<file path="src/rtl/keypad_pkg.sv">
// Shared types, key map and scan classification for the 4x4 keypad scanner.
package keypad_pkg;

    localparam int NUM_COLS = 4;
    localparam int NUM_ROWS = 4;
    localparam int NUM_KEYS = NUM_COLS * NUM_ROWS;

    typedef logic [1:0] col_idx_t;
    typedef logic [3:0] line_vec_t;
    typedef logic [3:0] key_idx_t;

    typedef enum logic [1:0] {
        IDLE,
        PRESS_DB,
        HELD,
        REL_DB
    } kp_state_e;

    typedef enum logic [1:0] {
        NONE,
        KEY,
        MULTI
    } scan_res_e;

    typedef struct packed {
        scan_res_e res;
        key_idx_t  idx;
    } scan_class_t;

    // Indexed by col*4 + row; Pmod KYPD legend.
    localparam logic [3:0] KEY_MAP [NUM_KEYS] = '{
        4'h1, 4'h4, 4'h7, 4'h0,
        4'h2, 4'h5, 4'h8, 4'hF,
        4'h3, 4'h6, 4'h9, 4'hE,
        4'hA, 4'hB, 4'hC, 4'hD
    };

    function automatic scan_class_t classify(input logic [NUM_KEYS-1:0] snap);
        scan_class_t r;
        int unsigned n;
        n     = 0;
        r.idx = '0;
        for (int i = 0; i < NUM_KEYS; i++) begin
            if (snap[i]) begin
                n++;
                r.idx = key_idx_t'(i);
            end
        end
        if (n == 0) begin
            r.res = NONE;
        end else if (n == 1) begin
            r.res = KEY;
        end else begin
            r.res = MULTI;
        end
        return r;
    endfunction

endpackage

</file>
<file path="src/rtl/keypad_col_timer.sv">
// Column driver: holds each active-low column for SCAN_DIV clocks and flags
// the last clock of each column as the row sample point.
module keypad_col_timer
    import keypad_pkg::*;
#(
    parameter int SCAN_DIV = 100000
) (
    input  logic      CLK,
    input  logic      RST_N,
    output line_vec_t cols,
    output col_idx_t  col_idx,
    output logic      sample
);

    localparam int DIV_W = (SCAN_DIV > 2) ? $clog2(SCAN_DIV) : 1;

    logic [DIV_W-1:0] div_q, div_d;
    col_idx_t         col_q, col_d;
    line_vec_t        cols_q, cols_d;
    logic             div_last;

    assign div_last = (div_q == DIV_W'(SCAN_DIV - 1));

    always_comb begin
        div_d  = div_q + DIV_W'(1);
        col_d  = col_q;
        if (div_last) begin
            div_d = '0;
            col_d = col_q + 2'd1;
        end
        cols_d = ~(4'b0001 << col_d);
    end

    always_ff @(posedge CLK or negedge RST_N) begin
        if (!RST_N) begin
            div_q  <= '0;
            col_q  <= '0;
            cols_q <= 4'b1110;
        end else begin
            div_q  <= div_d;
            col_q  <= col_d;
            cols_q <= cols_d;
        end
    end

    assign cols    = cols_q;
    assign col_idx = col_q;
    assign sample  = div_last;

endmodule

</file>
<file path="src/rtl/keypad_scan.sv">
// 4x4 keypad scanner: synchronises row returns, builds a 16-key snapshot per
// scan, debounces single-key presses and presents them on a valid/ack port.
//
// state    | meaning
// IDLE     | nothing held; waiting for a single-key scan
// PRESS_DB | candidate key seen, counting identical scans
// HELD     | key accepted and still down (no rollover)
// REL_DB   | empty scans seen, counting toward release
module keypad_scan
    import keypad_pkg::*;
#(
    parameter int SCAN_DIV       = 100000,
    parameter int DEBOUNCE_SCANS = 4
) (
    input  logic       CLK,
    input  logic       RST_N,
    input  logic [3:0] ROWS,
    output logic [3:0] COLS,
    output logic [3:0] KEY_CODE,
    output logic       KEY_VALID,
    input  logic       KEY_ACK,
    output logic       KEY_PRESSED,
    output logic       OVERRUN
);

    localparam int CNT_W = (DEBOUNCE_SCANS > 1) ? $clog2(DEBOUNCE_SCANS + 1) : 1;

    col_idx_t         col_idx;
    logic             col_sample;

    line_vec_t        rows_s1_q, rows_s1_d, rows_s2_q, rows_s2_d;
    logic             sample_p1_q, sample_p1_d, sample_p2_q, sample_p2_d;
    col_idx_t         col_p1_q, col_p1_d, col_p2_q, col_p2_d;
    logic [11:0]      snap_q, snap_d;
    line_vec_t        pressed_now;
    logic [15:0]      full_snap;
    logic             scan_done;
    scan_class_t      cls;

    kp_state_e        state_q;
    key_idx_t         cand_q;
    logic [CNT_W-1:0] cnt_q, cnt_inc;
    logic             cnt_done;
    logic             accept_q;
    logic             pressed_q;

    logic [3:0]       key_code_q, key_code_d;
    logic             key_valid_q, key_valid_d;
    logic             overrun_q, overrun_d;
    logic             ack_hit;

    keypad_col_timer #(
        .SCAN_DIV (SCAN_DIV)
    ) u_col_timer (
        .CLK     (CLK),
        .RST_N   (RST_N),
        .cols    (COLS),
        .col_idx (col_idx),
        .sample  (col_sample)
    );

    // Strobe and column index are delayed to match the row synchroniser, so the
    // sample sees the rows as they were on the column's last driven clock.
    always_comb begin
        rows_s1_d   = ROWS;
        rows_s2_d   = rows_s1_q;
        sample_p1_d = col_sample;
        sample_p2_d = sample_p1_q;
        col_p1_d    = col_idx;
        col_p2_d    = col_p1_q;
        snap_d      = snap_q;
        if (sample_p2_q) begin
            case (col_p2_q)
                2'd0:    snap_d[3:0]  = pressed_now;
                2'd1:    snap_d[7:4]  = pressed_now;
                2'd2:    snap_d[11:8] = pressed_now;
                default: ;
            endcase
        end
    end

    always_ff @(posedge CLK or negedge RST_N) begin
        if (!RST_N) begin
            rows_s1_q   <= 4'hF;
            rows_s2_q   <= 4'hF;
            sample_p1_q <= 1'b0;
            sample_p2_q <= 1'b0;
            col_p1_q    <= '0;
            col_p2_q    <= '0;
            snap_q      <= '0;
        end else begin
            rows_s1_q   <= rows_s1_d;
            rows_s2_q   <= rows_s2_d;
            sample_p1_q <= sample_p1_d;
            sample_p2_q <= sample_p2_d;
            col_p1_q    <= col_p1_d;
            col_p2_q    <= col_p2_d;
            snap_q      <= snap_d;
        end
    end

    assign pressed_now = ~rows_s2_q;
    assign full_snap   = {pressed_now, snap_q};
    assign scan_done   = sample_p2_q && (col_p2_q == 2'd3);
    assign cls         = classify(full_snap);
    assign cnt_inc     = cnt_q + CNT_W'(1);
    assign cnt_done    = (cnt_inc == CNT_W'(DEBOUNCE_SCANS));

    always_ff @(posedge CLK or negedge RST_N) begin
        if (!RST_N) begin
            state_q   <= IDLE;
            cand_q    <= '0;
            cnt_q     <= '0;
            accept_q  <= 1'b0;
            pressed_q <= 1'b0;
        end else begin
            accept_q <= 1'b0;
            if (scan_done) begin
                case (state_q)
                    IDLE: begin
                        if (cls.res == KEY) begin
                            cand_q <= cls.idx;
                            cnt_q  <= CNT_W'(1);
                            if (DEBOUNCE_SCANS == 1) begin
                                state_q   <= HELD;
                                accept_q  <= 1'b1;
                                pressed_q <= 1'b1;
                            end else begin
                                state_q <= PRESS_DB;
                            end
                        end
                    end
                    PRESS_DB: begin
                        if (cls.res == KEY && cls.idx == cand_q) begin
                            cnt_q <= cnt_inc;
                            if (cnt_done) begin
                                state_q   <= HELD;
                                accept_q  <= 1'b1;
                                pressed_q <= 1'b1;
                            end
                        end else begin
                            state_q <= IDLE;
                        end
                    end
                    HELD: begin
                        if (cls.res == NONE) begin
                            cnt_q <= CNT_W'(1);
                            if (DEBOUNCE_SCANS == 1) begin
                                state_q   <= IDLE;
                                pressed_q <= 1'b0;
                            end else begin
                                state_q <= REL_DB;
                            end
                        end
                    end
                    REL_DB: begin
                        if (cls.res == NONE) begin
                            cnt_q <= cnt_inc;
                            if (cnt_done) begin
                                state_q   <= IDLE;
                                pressed_q <= 1'b0;
                            end
                        end else begin
                            state_q <= HELD;
                        end
                    end
                    default: begin
                        state_q   <= IDLE;
                        pressed_q <= 1'b0;
                    end
                endcase
            end
        end
    end

    // An accept always wins over a coincident ack; the ack only suppresses overrun.
    always_comb begin
        key_code_d  = key_code_q;
        key_valid_d = key_valid_q;
        overrun_d   = overrun_q;
        ack_hit     = KEY_ACK && key_valid_q;
        if (accept_q) begin
            key_code_d  = KEY_MAP[cand_q];
            key_valid_d = 1'b1;
            if (key_valid_q) begin
                overrun_d = !KEY_ACK;
            end
        end else if (ack_hit) begin
            key_valid_d = 1'b0;
            overrun_d   = 1'b0;
        end
    end

    always_ff @(posedge CLK or negedge RST_N) begin
        if (!RST_N) begin
            key_code_q  <= '0;
            key_valid_q <= 1'b0;
            overrun_q   <= 1'b0;
        end else begin
            key_code_q  <= key_code_d;
            key_valid_q <= key_valid_d;
            overrun_q   <= overrun_d;
        end
    end

    assign KEY_CODE    = key_code_q;
    assign KEY_VALID   = key_valid_q;
    assign OVERRUN     = overrun_q;
    assign KEY_PRESSED = pressed_q;

endmodule

</file>
<file path="config.mk">
export PLATFORM = sky130hd
export DESIGN_NAME = keypad_scan
export DESIGN_NICKNAME = d
export VERILOG_FILES = /design/src/rtl/keypad_pkg.sv /design/src/rtl/keypad_col_timer.sv /design/src/rtl/keypad_scan.sv
export SDC_FILE = /design/constraint.sdc
export NUM_CORES = 1
export LEC_CHECK = 0
export CORE_AREA = 2 2 133 70
export DETAILED_ROUTE_END_ITERATION = 16
export DIE_AREA = 0 0 135 72
export GPL_TIMING_DRIVEN = 0
export HOLD_SLACK_MARGIN = 0.06
export PLACE_DENSITY = 0.84
export SLEW_MARGIN = 20
export SYNTH_ARGS = -nofsm -noshare
export SYNTH_HDL_FRONTEND = slang
export SYNTH_SLANG_ARGS = --single-unit
</file>
<file path="constraint.sdc">
create_clock -name CLK -period 24.9 [get_ports CLK]
set_input_delay 4.98 -clock CLK [delete_from_list [all_inputs] [get_ports CLK]]
set_output_delay 4.98 -clock CLK [all_outputs]
set_load 0.05 [all_outputs]
</file>
Power grid:
Bar = 50 µm. Pins as bars on the die edge.
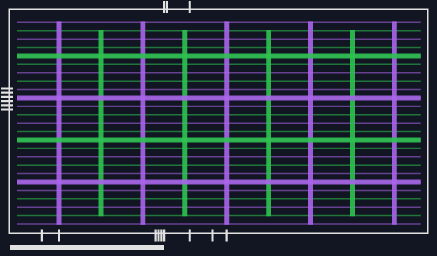
[green] VDD
[purple] VSS
met1 rails: 25
met4 straps: 9
rows: 24
met5 straps: 4
signal pins: 18

Cells colored by class:
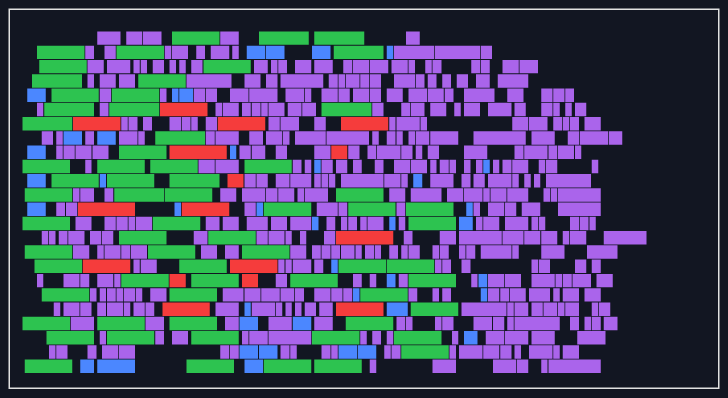
[blue] other buffers and delay cells | cells: 40
[green] flops | cells: 66
[purple] combinational and other logic | cells: 441
[red] clock drivers and dummy loads | cells: 16
post-route cell area: 5700 µm²
placeable core region: 8530 µm²

==> flow_metrics.tcl <==
# flow metrics
set metrics [dict create \
    outcome "finished clean" \
    required_ns 25.11 \
    antenna_found_initial 0 \
    r2r-end "cand_q[1]" \
    first_iter_violations 261 \
    warnings 30 \
    grt_pass1_vias 3891 \
    dpl_cell_area_um2 5350 \
    comb_cells 415 \
    min_from "col_p1_q[0]" \
    synthArstFlopShare_pct 100 \
    yosys.stat.seqShare_pct 33.2 \
    tns_ns 0 \
    crit_top_cell "ha_1" \
    mux_share_pct 4.86 \
    total_power_mw 0.272 \
    portBuffers 17 \
    firstDrtPassIters 7 \
    reg_top3 "u_col_timer.div_q x17, snap_q x12" \
    clk_share_pct 6.15 \
    route.detailed.drc 0 \
    place_hpwl_um 7340 \
    clock_latency_ns 0.33 \
    seq_share_pct 29.2 \
    vdd_drop_max_uv 54.9 \
    fill_cells 655 \
    path_delay_family "adder cells" \
    met3_usage_pct 4.89 \
    cp_max_fo 6 \
    slowest_delay_ns 0.49 \
    cts_max_level 3 \
    min_period_ns 11.11 \
    slowest_stage "nor4b_4" \
    end_kind "flip-flop" \
    grt_max_degree 44 \
    grt_pass1_wl_um 17800 \
    regArea_um2 1670 \
    dieArea_um2 9720 \
    ff_type "dfrtp_1" \
    cts_max_path_buffers 2 \
    drive_above_1_share_pct 13.0 \
    buffer_area_share_pct 5.14 \
    synthTopCellsByCount "dfrtp_1 (55), nand2_1 (55), nor2_1 (36)" \
    die_y_um 72 \
    crit_type "flip-flop to flip-flop" \
    yosys.area_share.simple_pct 21.8 \
    synth_xor_xnor_area_share_pct 16.5 \
    worstSetupStartpoint "snap_q[0]" \
    routed.top_layer "met4" \
    clockPowerShare_pct 54.0 \
    p_leak_nw 2.45 \
    drt-vias-per-instance 5.86 \
]
Clock wires, drivers and flops:
Bar = 50 µm.
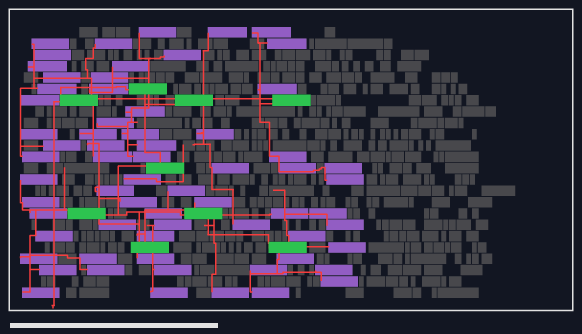
[purple] flip-flops | count: 66
[red] clock wires | length: 859 µm
[green] clock drivers | count: 9
routed clock nets: 10

Signal wires by layer:
Bar = 50 µm.
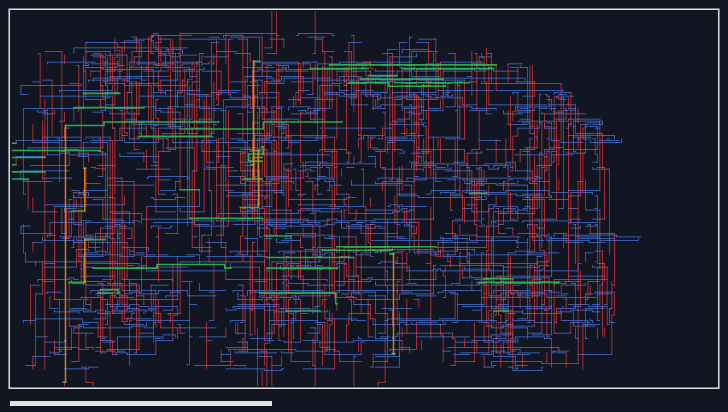
[orange] metal 4 | wire length: 118 µm
[green] metal 3 | wire length: 444 µm
[red] metal 2 | wire length: 4910 µm
[blue] metal 1 | wire length: 4760 µm
Routed Wire Length: 10200 µm
via count: 3983
Routed wire per std cell: 15.1 µm
global-route usage over all layers: 22.7%

